==> images/util_map.png <==
11 x 14 tiles, from white (low) to dark blue (high), 0 to 100% covered.
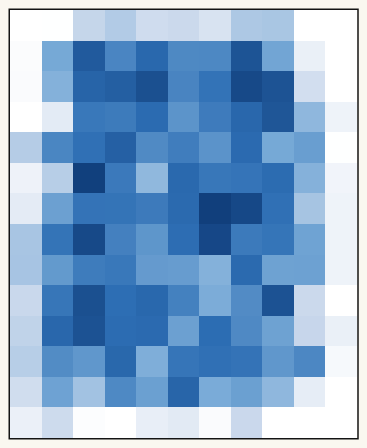
==> images/placed.png <==
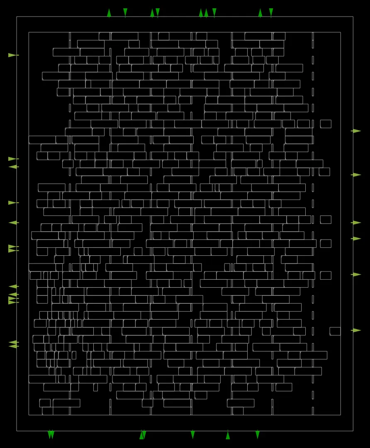
**src/rtl/hpf_z_packer_pkg.sv**
```systemverilog
// Shared widths, default FIFO depth and packer state encoding for the
// high-pass filter output packer.
package hpf_pkg;

  localparam int SAMPLE_W   = 8;
  localparam int WORD_W     = 16;
  localparam int FIFO_DEPTH = 8;

  typedef enum logic {
    EMPTY = 1'b0,
    HALF  = 1'b1
  } pack_state_e;

endpackage

```
**src/rtl/hpf_word_fifo.sv**
```systemverilog
// Generic synchronous FIFO with level tracking and synchronous flush.
// Head word is read combinationally from the register array.
module hpf_word_fifo #(
  parameter int DEPTH = 8,
  parameter int AW    = 3,
  parameter int W     = 16
) (
  input  logic          clk,
  input  logic          rst,
  input  logic          flush,
  input  logic          push,
  input  logic          pop,
  input  logic [W-1:0]  wdata,
  output logic          push_ok,
  output logic [W-1:0]  rdata,
  output logic [AW:0]   level,
  output logic          full,
  output logic          empty
);

  logic [W-1:0]  mem_q [DEPTH];
  logic [W-1:0]  mem_d [DEPTH];
  logic [AW-1:0] wr_q, wr_d;
  logic [AW-1:0] rd_q, rd_d;
  logic [AW:0]   level_q, level_d;
  logic          pop_ok;

  assign full  = (level_q == (AW+1)'(DEPTH));
  assign empty = (level_q == '0);
  assign level = level_q;
  assign rdata = mem_q[rd_q];

  // A full FIFO still takes a push when the head leaves on the same edge.
  assign pop_ok  = pop & ~empty & ~flush;
  assign push_ok = push & ~flush & (~full | pop_ok);

  always_comb begin
    mem_d   = mem_q;
    wr_d    = wr_q;
    rd_d    = rd_q;
    level_d = level_q;
    if (flush) begin
      wr_d    = '0;
      rd_d    = '0;
      level_d = '0;
    end else begin
      if (push_ok) begin
        mem_d[wr_q] = wdata;
        wr_d        = wr_q + 1'b1;
      end
      if (pop_ok) begin
        rd_d = rd_q + 1'b1;
      end
      if (push_ok && !pop_ok) begin
        level_d = level_q + 1'b1;
      end else if (pop_ok && !push_ok) begin
        level_d = level_q - 1'b1;
      end
    end
  end

  always_ff @(posedge clk or posedge rst) begin
    if (rst) begin
      mem_q   <= '{default: '0};
      wr_q    <= '0;
      rd_q    <= '0;
      level_q <= '0;
    end else begin
      mem_q   <= mem_d;
      wr_q    <= wr_d;
      rd_q    <= rd_d;
      level_q <= level_d;
    end
  end

endmodule

```
**src/rtl/hpf_z_packer.sv**
```systemverilog
// Captures one filtered sample per z_valid strobe, packs pairs as
// {second, first} into 16-bit words and queues them for downstream.
module hpf_z_packer
  import hpf_pkg::*;
#(
  parameter int DEPTH = FIFO_DEPTH,
  parameter int AW    = 3
) (
  input  logic                clk,
  input  logic                reset,
  input  logic                z_valid,
  input  logic [SAMPLE_W-1:0] z,
  input  logic                flush,
  input  logic                out_ready,
  output logic                out_valid,
  output logic [WORD_W-1:0]   out_data,
  output logic [AW:0]         level,
  output logic                overflow
);

  pack_state_e         state_q, state_d;
  logic [SAMPLE_W-1:0] hold_q, hold_d;
  logic                z_valid_d_q;
  logic                overflow_q, overflow_d;
  logic                cap;
  logic                push;
  logic                pop;
  logic                push_ok;
  logic                fifo_empty;
  logic                fifo_full;

  assign cap  = z_valid & ~z_valid_d_q;
  assign push = (state_q == HALF) & cap & ~flush;
  assign pop  = out_valid & out_ready;

  always_comb begin
    state_d    = state_q;
    hold_d     = hold_q;
    overflow_d = overflow_q;
    if (flush) begin
      state_d    = EMPTY;
      overflow_d = 1'b0;
    end else if (cap) begin
      unique case (state_q)
        EMPTY: begin
          hold_d  = z;
          state_d = HALF;
        end
        HALF: begin
          // The pair is consumed even if the FIFO rejects it.
          state_d = EMPTY;
          if (!push_ok) overflow_d = 1'b1;
        end
        default: state_d = EMPTY;
      endcase
    end
  end

  always_ff @(posedge clk or posedge reset) begin
    if (reset) begin
      state_q     <= EMPTY;
      hold_q      <= '0;
      z_valid_d_q <= 1'b0;
      overflow_q  <= 1'b0;
    end else begin
      state_q     <= state_d;
      hold_q      <= hold_d;
      z_valid_d_q <= z_valid;
      overflow_q  <= overflow_d;
    end
  end

  hpf_word_fifo #(
    .DEPTH (DEPTH),
    .AW    (AW),
    .W     (WORD_W)
  ) u_fifo (
    .clk     (clk),
    .rst     (reset),
    .flush   (flush),
    .push    (push),
    .pop     (pop),
    .wdata   ({z, hold_q}),
    .push_ok (push_ok),
    .rdata   (out_data),
    .level   (level),
    .full    (fifo_full),
    .empty   (fifo_empty)
  );

  assign out_valid = ~fifo_empty;
  assign overflow  = overflow_q;

endmodule
```
**config.mk**
```make
export PLATFORM = sky130hd
export DESIGN_NAME = hpf_z_packer
export DESIGN_NICKNAME = d
export VERILOG_FILES = /design/src/rtl/hpf_z_packer_pkg.sv /design/src/rtl/hpf_word_fifo.sv /design/src/rtl/hpf_z_packer.sv
export SDC_FILE = /design/constraint.sdc
export NUM_CORES = 1
export LEC_CHECK = 0
export ABC_CLOCK_PERIOD_IN_PS = 6500
export CORE_ASPECT_RATIO = 1.25
export CORE_MARGIN = 4
export CORE_UTILIZATION = 50
export CTS_CLUSTER_SIZE = 20
export DETAILED_ROUTE_END_ITERATION = 6
export PLACE_DENSITY = 0.7
export SYNTH_ARGS = -nofsm -noshare
export SYNTH_HDL_FRONTEND = slang
export SYNTH_SLANG_ARGS = --single-unit
export TNS_END_PERCENT = 100
```
**constraint.sdc**
```tcl
create_clock -name clk -period 6.5 [get_ports clk]
set_clock_uncertainty 0.05 [all_clocks]
set_input_delay 1.95 -clock clk [delete_from_list [all_inputs] [get_ports clk]]
set_output_delay 1.95 -clock clk [all_outputs]
set_load 0.02 [all_outputs]
```
==> impl_report.txt <==
IMPLEMENTATION SUMMARY REPORT
----------------------------------------------------
[Logic synthesis]
  Synthesized area ........................ 7110 sq um
  Seq share, synth ........................ 0.524
  Post-synthesis area per instance ........................ 16.2 sq um
  Post-synth EDFFs ........................ 0
  Net count after synthesis ........................ 456
  Async S/R FF share, synth ........................ 1.00
  Top area contributor share ........................ 0.524
  Top cells, area ........................ sky130_fd_sc_hd__dfrtp_1 (52%), sky130_fd_sc_hd__mux2_2 (19%), sky130_fd_sc_hd__mux4_2 (10%)

[Pwr]
  Sequential cell power ........................ 1100 uW
  Clock distribution power ........................ 932 uW
  Reg power frac ........................ 0.405
  Combinational cell fraction of total power ........................ 0.251
  Internal power ........................ 1920 uW
  Logic power comb ........................ 682 uW
  Share of total power consumed by net switching ........................ 0.291

[Clocking]
  CTS tree ........................ yes

[Detailed routing]
  Met3 wirelength from detailed routing ........................ 464 microns
  Routed metal-1 wire length ........................ 6340 microns
  First-pass DRT Iterations ........................ 4
  Initial DRC Count ........................ 145

[STA]
  Max transition margin ........................ 0.251
  Max Fclk ........................ 206 MHz
  RSZ-0062 raised after global routing ........................ no
  Number of setup violations in the final report ........................ 0

[Floorplan]
  Vertical die dimension ........................ 141 microns

[Global routing]
  First-pass GRT wire length ........................ 23200 microns
  Overflow left after global routing ........................ 0
  Vias in the first global route ........................ 4288

[Place]
  Number of placed instances, taps included ........................ 630
  Count of port buffers added during placement ........................ 34

[Job]
  MaxCap Viol Count ........................ 0

[Setup path]
  Worst setup path category ........................ flop to output pin
  Crit path max fanout ........................ 15

[Layout]
  Net total in the final layout ........................ 492

[Outcome]
  Outcome ........................ finished clean

----------------------------------------------------
Notes on util_map.png above:
fullest tile: 94%
emptiest ninth of the die: bottom right
densest ninth of the die: middle
nearly empty tiles: 9.7%
tiles over 75% full: 21%
mean over tiles: 49%

Notes on placed.png above:
CORE AREA: 13900 sq um
Filler cells: 1082
placement row count: 48
number of tapcells: 175
end-of-flow core utilization: 0.586

[kinds of logic (layout without fill, tap and decap cells)]
kind of cell | Yosys count | count (layout) | share of synthesized area
compound gates | 19 | 19 | 0.0211
xor+xnor | 6 | 6 | 0.00739
fa+ha+maj | 5 | 5 | 0.00985
buf+inv | 28 | 76 | 0.0248
flops | 149 | 149 | 0.524
mux | 184 | 184 | 0.358
simple gates | 47 | 47 | 0.0547
[worst paths after layout]
path / start / to / slack (ps) / depth (start not counted)
setup / recovery: u_fifo.rd_q[0] / out_data[14] / 1650 / 4
hold / removal: u_fifo.mem_q[120] / u_fifo.mem_q[120] / 450 / 1
setup reg to reg: u_fifo.level[1] / u_fifo.level[3] / 3600 / 7
hold reg to reg: u_fifo.mem_q[120] / u_fifo.mem_q[120] / 450 / 1
max in group asynchronous: reset / u_fifo.mem_q[1] / 3340 / 3
min in group asynchronous: reset / u_fifo.mem_q[16] / 2100 / 2
[critical path, stage by stage, from the launching register on]
cell and delay, ps:
sky130_fd_sc_hd__dfrtp_2 690, sky130_fd_sc_hd__buf_4 370, sky130_fd_sc_hd__mux4_2 540, sky130_fd_sc_hd__mux2_2 290, sky130_fd_sc_hd__clkdlybuf4s50_1 540
[state kept, by name (all words and copies together) (netlist names)]
| register | cells |
|---|---|
| u_fifo.mem_q | 128 |
| hold_q | 8 |
| z_valid_d_q | 1 |
| u_fifo.rd_q | 3 |
| overflow | 1 |
| u_fifo.level | 4 |
| state_q | 1 |
| u_fifo.wr_q | 3 |
[area by class of cell]
type	count	area (sq um)	area share
inverters	4	20.0	0.00246
clock inverters	9	77.6	0.00954
flip-flops and latches	149	3730	0.459
multi-input cells	261	3210	0.394
clock buffers	22	484	0.0596
repair buffers	41	393	0.0483
well taps	175	219	0.0269
Power and IR drop assume default switching activity.
